--- config.mk ---
export PLATFORM = sky130hd
export DESIGN_NAME = wb_port_arbiter
export DESIGN_NICKNAME = d
export VERILOG_FILES = /design/src/rtl/wb_port_arbiter_pkg.sv /design/src/rtl/wb_port_arbiter_fifo.sv /design/src/rtl/wb_port_arbiter.sv
export SDC_FILE = /design/constraint.sdc
export NUM_CORES = 1
export LEC_CHECK = 0
export ABC_CLOCK_PERIOD_IN_PS = 4400
export CORE_ASPECT_RATIO = 1.2
export CORE_MARGIN = 3
export CORE_UTILIZATION = 50
export DETAILED_ROUTE_END_ITERATION = 10
export PLACE_DENSITY = 0.8
export SETUP_SLACK_MARGIN = 0.5
export SLEW_MARGIN = 5
export SYNTH_ARGS = -nofsm -noshare
export SYNTH_HDL_FRONTEND = slang
export SYNTH_SLANG_ARGS = --single-unit
--- constraint.sdc ---
create_clock -name clk -period 4.4 [get_ports clk]
set_input_delay 0.44 -clock clk [delete_from_list [all_inputs] [get_ports clk]]
set_output_delay 0.44 -clock clk [all_outputs]
set_load 0.02 [all_outputs]
--- src/rtl/wb_port_arbiter_pkg.sv ---
// Shared types and defaults for the register-file writeback port arbiter.
package wb_port_arbiter_pkg;

  localparam int unsigned WB_DATA_W = 32;
  localparam int unsigned WB_REG_AW = 4;

  typedef enum logic [1:0] {
    WB_NONE,
    WB_LD,
    WB_Q,
    WB_BYP
  } wb_src_e;

endpackage

--- src/rtl/wb_port_arbiter_fifo.sv ---
// Small FIFO of pending ALU register writes ({rd, data}) with synchronous clear.
module wb_fifo #(
  parameter int unsigned DEPTH  = 2,
  parameter int unsigned DATA_W = 32,
  parameter int unsigned REG_AW = 4
) (
  input  logic                         clk,
  input  logic                         reset_n,
  input  logic                         clear,
  input  logic                         push,
  input  logic [REG_AW-1:0]            push_rd,
  input  logic [DATA_W-1:0]            push_data,
  input  logic                         pop,
  output logic [REG_AW-1:0]            head_rd,
  output logic [DATA_W-1:0]            head_data,
  output logic [$clog2(DEPTH+1)-1:0]   count,
  output logic                         full,
  output logic                         empty
);

  localparam int unsigned PW = (DEPTH > 1) ? $clog2(DEPTH) : 1;
  localparam int unsigned CW = $clog2(DEPTH + 1);

  logic [REG_AW-1:0] rd_mem_q   [DEPTH];
  logic [DATA_W-1:0] data_mem_q [DEPTH];
  logic [PW-1:0]     wr_ptr_q, wr_ptr_d;
  logic [PW-1:0]     rd_ptr_q, rd_ptr_d;
  logic [CW-1:0]     count_q, count_d;

  function automatic logic [PW-1:0] ptr_inc(input logic [PW-1:0] p);
    return (p == PW'(DEPTH - 1)) ? '0 : p + 1'b1;
  endfunction

  always_comb begin
    wr_ptr_d = wr_ptr_q;
    rd_ptr_d = rd_ptr_q;
    count_d  = count_q;
    if (clear) begin
      wr_ptr_d = '0;
      rd_ptr_d = '0;
      count_d  = '0;
    end else begin
      if (push) wr_ptr_d = ptr_inc(wr_ptr_q);
      if (pop)  rd_ptr_d = ptr_inc(rd_ptr_q);
      unique case ({push, pop})
        2'b10:   count_d = count_q + 1'b1;
        2'b01:   count_d = count_q - 1'b1;
        default: count_d = count_q;
      endcase
    end
  end

  always_ff @(posedge clk or negedge reset_n) begin
    if (!reset_n) begin
      wr_ptr_q <= '0;
      rd_ptr_q <= '0;
      count_q  <= '0;
    end else begin
      wr_ptr_q <= wr_ptr_d;
      rd_ptr_q <= rd_ptr_d;
      count_q  <= count_d;
    end
  end

  // Storage needs no reset; the caller never pushes while full.
  always_ff @(posedge clk) begin
    if (push && !clear) begin
      rd_mem_q[wr_ptr_q]   <= push_rd;
      data_mem_q[wr_ptr_q] <= push_data;
    end
  end

  assign head_rd   = rd_mem_q[rd_ptr_q];
  assign head_data = data_mem_q[rd_ptr_q];
  assign count     = count_q;
  assign full      = (count_q == CW'(DEPTH));
  assign empty     = (count_q == '0);

endmodule

--- src/rtl/wb_port_arbiter.sv ---
// Arbitrates the single register-file write port between load returns and ALU results.
module wb_port_arbiter
  import wb_port_arbiter_pkg::*;
#(
  parameter int unsigned DATA_W = WB_DATA_W,
  parameter int unsigned REG_AW = WB_REG_AW,
  parameter int unsigned DEPTH  = 2
) (
  input  logic                         clk,
  input  logic                         reset_n,
  input  logic                         alu_valid,
  input  logic                         alu_nowrite,
  input  logic                         cond_pass,
  input  logic [REG_AW-1:0]            alu_rd,
  input  logic [DATA_W-1:0]            alu_data,
  output logic                         alu_ready,
  input  logic                         ld_valid,
  input  logic [REG_AW-1:0]            ld_rd,
  input  logic [DATA_W-1:0]            ld_data,
  input  logic                         flush,
  output logic                         rf_we,
  output logic [REG_AW-1:0]            rf_waddr,
  output logic [DATA_W-1:0]            rf_wdata,
  output logic                         wb_collide,
  output logic [$clog2(DEPTH+1)-1:0]   q_count
);

  wb_src_e           grant;
  logic              fifo_push, fifo_pop, fifo_full, fifo_empty;
  logic [REG_AW-1:0] head_rd;
  logic [DATA_W-1:0] head_data;
  logic              alu_qual, head_ok;

  logic              rf_we_q, rf_we_d;
  logic [REG_AW-1:0] rf_waddr_q, rf_waddr_d;
  logic [DATA_W-1:0] rf_wdata_q, rf_wdata_d;
  logic              collide_q, collide_d;

  assign alu_ready = !fifo_full;
  assign alu_qual  = alu_valid && alu_ready && cond_pass && !alu_nowrite && !flush;
  assign head_ok   = !fifo_empty && !flush;

  always_comb begin
    grant = WB_NONE;
    if (ld_valid)      grant = WB_LD;
    else if (head_ok)  grant = WB_Q;
    else if (alu_qual) grant = WB_BYP;
  end

  // A qualified entry that loses arbitration is queued; alu_ready already excludes the full case.
  assign fifo_pop  = (grant == WB_Q);
  assign fifo_push = alu_qual && (grant != WB_BYP);

  wb_fifo #(
    .DEPTH  (DEPTH),
    .DATA_W (DATA_W),
    .REG_AW (REG_AW)
  ) u_fifo (
    .clk       (clk),
    .reset_n   (reset_n),
    .clear     (flush),
    .push      (fifo_push),
    .push_rd   (alu_rd),
    .push_data (alu_data),
    .pop       (fifo_pop),
    .head_rd   (head_rd),
    .head_data (head_data),
    .count     (q_count),
    .full      (fifo_full),
    .empty     (fifo_empty)
  );

  always_comb begin
    rf_we_d    = 1'b1;
    rf_waddr_d = rf_waddr_q;
    rf_wdata_d = rf_wdata_q;
    unique case (grant)
      WB_LD: begin
        rf_waddr_d = ld_rd;
        rf_wdata_d = ld_data;
      end
      WB_Q: begin
        rf_waddr_d = head_rd;
        rf_wdata_d = head_data;
      end
      WB_BYP: begin
        rf_waddr_d = alu_rd;
        rf_wdata_d = alu_data;
      end
      default: rf_we_d = 1'b0;
    endcase
  end

  assign collide_d = ld_valid &&
                     ((head_ok && (head_rd == ld_rd)) || (alu_qual && (alu_rd == ld_rd)));

  always_ff @(posedge clk or negedge reset_n) begin
    if (!reset_n) begin
      rf_we_q    <= 1'b0;
      rf_waddr_q <= '0;
      rf_wdata_q <= '0;
      collide_q  <= 1'b0;
    end else begin
      rf_we_q    <= rf_we_d;
      rf_waddr_q <= rf_waddr_d;
      rf_wdata_q <= rf_wdata_d;
      collide_q  <= collide_d;
    end
  end

  assign rf_we      = rf_we_q;
  assign rf_waddr   = rf_waddr_q;
  assign rf_wdata   = rf_wdata_q;
  assign wb_collide = collide_q;

endmodule
==> images/port_trees.png <==
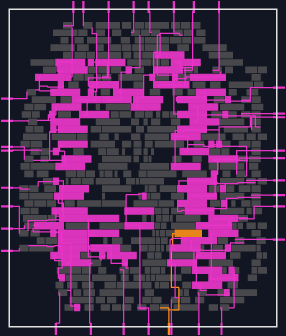
`alu_nowrite` -> orange  # direction input, end cells 1, buffers 1, wire 45.2 um
`alu_data` -> magenta  # direction input, end cells 96, buffers 32, wire 1470 um

==> images/ff_map.png <==
Bar = 20 um. Other sequential cells in the stronger gray, the rest of the logic in the fainter gray.
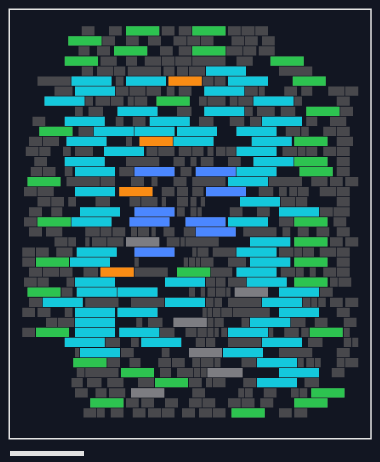
`rf_wdata` -> green  # placed flops 32, where all over the die
`u_fifo.data_mem_q` -> cyan  # placed flops 64
`rf_waddr` -> orange  # placed flops 4
`u_fifo.rd_mem_q` -> blue  # placed flops 8, where middle
not colored = 6

==> images/sizing.png <==
Bar = 20 um.
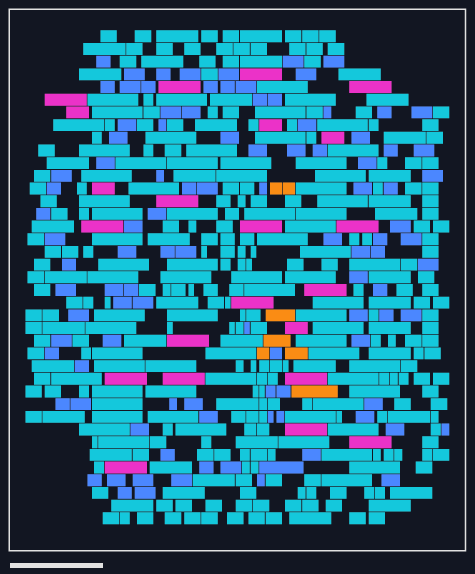
x6 and larger -> magenta  # cells 22, share 4.8%, most used clkbuf_16
x2 -> blue  # cells 103, share 22%, most used mux2_2
x1 and smaller -> cyan  # cells 327, share 71%, most used clkdlybuf4s50_1
x3 and x4 -> orange  # cells 7, share 1.5%, most used buf_4

==> images/layers.png <==
Bar = 20 um.
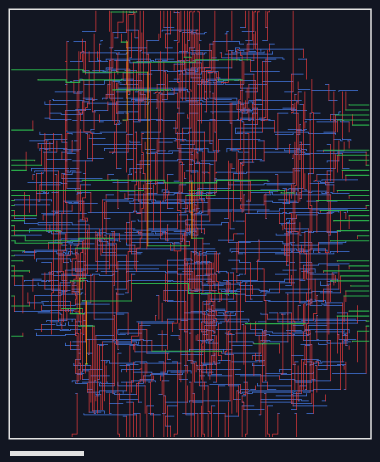
M4 -> orange  # wire length 110 um
M3 -> green  # wire length 734 um
M2 -> red  # wire length 5800 um
M1 -> blue  # wire length 4520 um
All-Layer GR Usage: 20.7%
drt total wl: 11200 um
number of vias after detailed routing: 3263
wire length per cell after detailed routing: 19.2 um

==> images/clock_nets.png <==
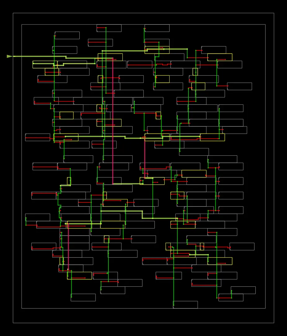
clk latency late pin: 410 ps
clock buffers created by TritonCTS: 17

==> run notes <==
Physical implementation status

The non-clock buffer area fraction after layout stands at 17.9%. The worst slack after detailed placement stands at 1520 ps. Looking at the max-slew report, the worst-margin pin has a slew of 1050 ps. The number of buffers and inverters on the critical path is 2.

The number of antenna diodes in the final layout is 0. The number of hold violations in the final report stands at 0. The critical path in the final layout is reported with a setup slack of 1960 ps.

The overall power of the completed layout stands at 2.76 mW. The flow ran to the end, and the final reports show no timing, DRC or antenna violations. Summed over all nets, wire length on met3 after detailed routing comes to 733 um. The detail-routed via count per cell stands at 5.61.

The number of flip-flops and latches stands at 114. The cell-mix breakdown from Yosys lists the adder-cell area share as 0%. The switching portion of total power comes to 22.3%. The placed instance count stands at 550. Among the stages of the critical path, the cell type that occurs most often is sky130_fd_sc_hd__nor2_1. Timing would allow up to 410 MHz. Traced cell by cell, the critical path runs through clkdlybuf4s50_1 > nor2_1 > nor2_1 > nor3_4 > buf_4. The critical path depth in cells stands at 5. Sequential cells consume a total of 1.21 mW.

The maximum vdd drop stands at 364 uV. The buffer levels on the longest clock path stands at 2. The power in combinational cells stands at 0.336 mW. STA lists the endpoint of the worst register-to-register path as u_fifo.data_mem_q[0][12]. By area, sequential cells come first. In this run, synthesis inferred 72 flip-flops with an integrated enable. Wire segments on met2 add up to 5800 um in the final route. Adding up every negative setup slack in the final design gives 0 ps. TritonCTS built the clock tree.

The tree built by TritonCTS fans out to 114 sinks. In the post-synthesis netlist, the biggest area contributors are sky130_fd_sc_hd__edfxtp_1 (43%), sky130_fd_sc_hd__dfrtp_1 (21%), sky130_fd_sc_hd__o22ai_2 (7.2%). In the final layout, flip-flops and latches occupy 0.00321 mm^2.

In the Yosys report the total cell count is 328. The required time at the worst endpoint is listed as 4470 ps. Counting only logic cells after layout, the most numerous master is sky130_fd_sc_hd__clkdlybuf4s50_1.

According to the hold report, the worst path is of the in2async type. The final-layout clock-cell area share stands at 7.97%. The register with the most flip-flops in the final layout is u_fifo.data_mem_q. In the global route stage, met2 resource usage came out at 35.3%. For this run, the leading register cell type out of synthesis is sky130_fd_sc_hd__edfxtp_1. The synthesis area per yosys stands at 0.00502 mm^2.

The leakage power stands at 2.34 nW. In the routed design, unresolved DRC markers number 0. The synthesis run identifies the leading combinational cell family as AND-OR/OR-AND gates. Power spread over the standard cell area amounts to 408 mW/mm^2.

The post-DP HPWL stands at 6960 um. The area of the mapped netlist stands at 0.00502 mm^2. The critical path's slowest stage uses the library cell sky130_fd_sc_hd__nor3_4.
Power is estimated from default activity; no workload was simulated.
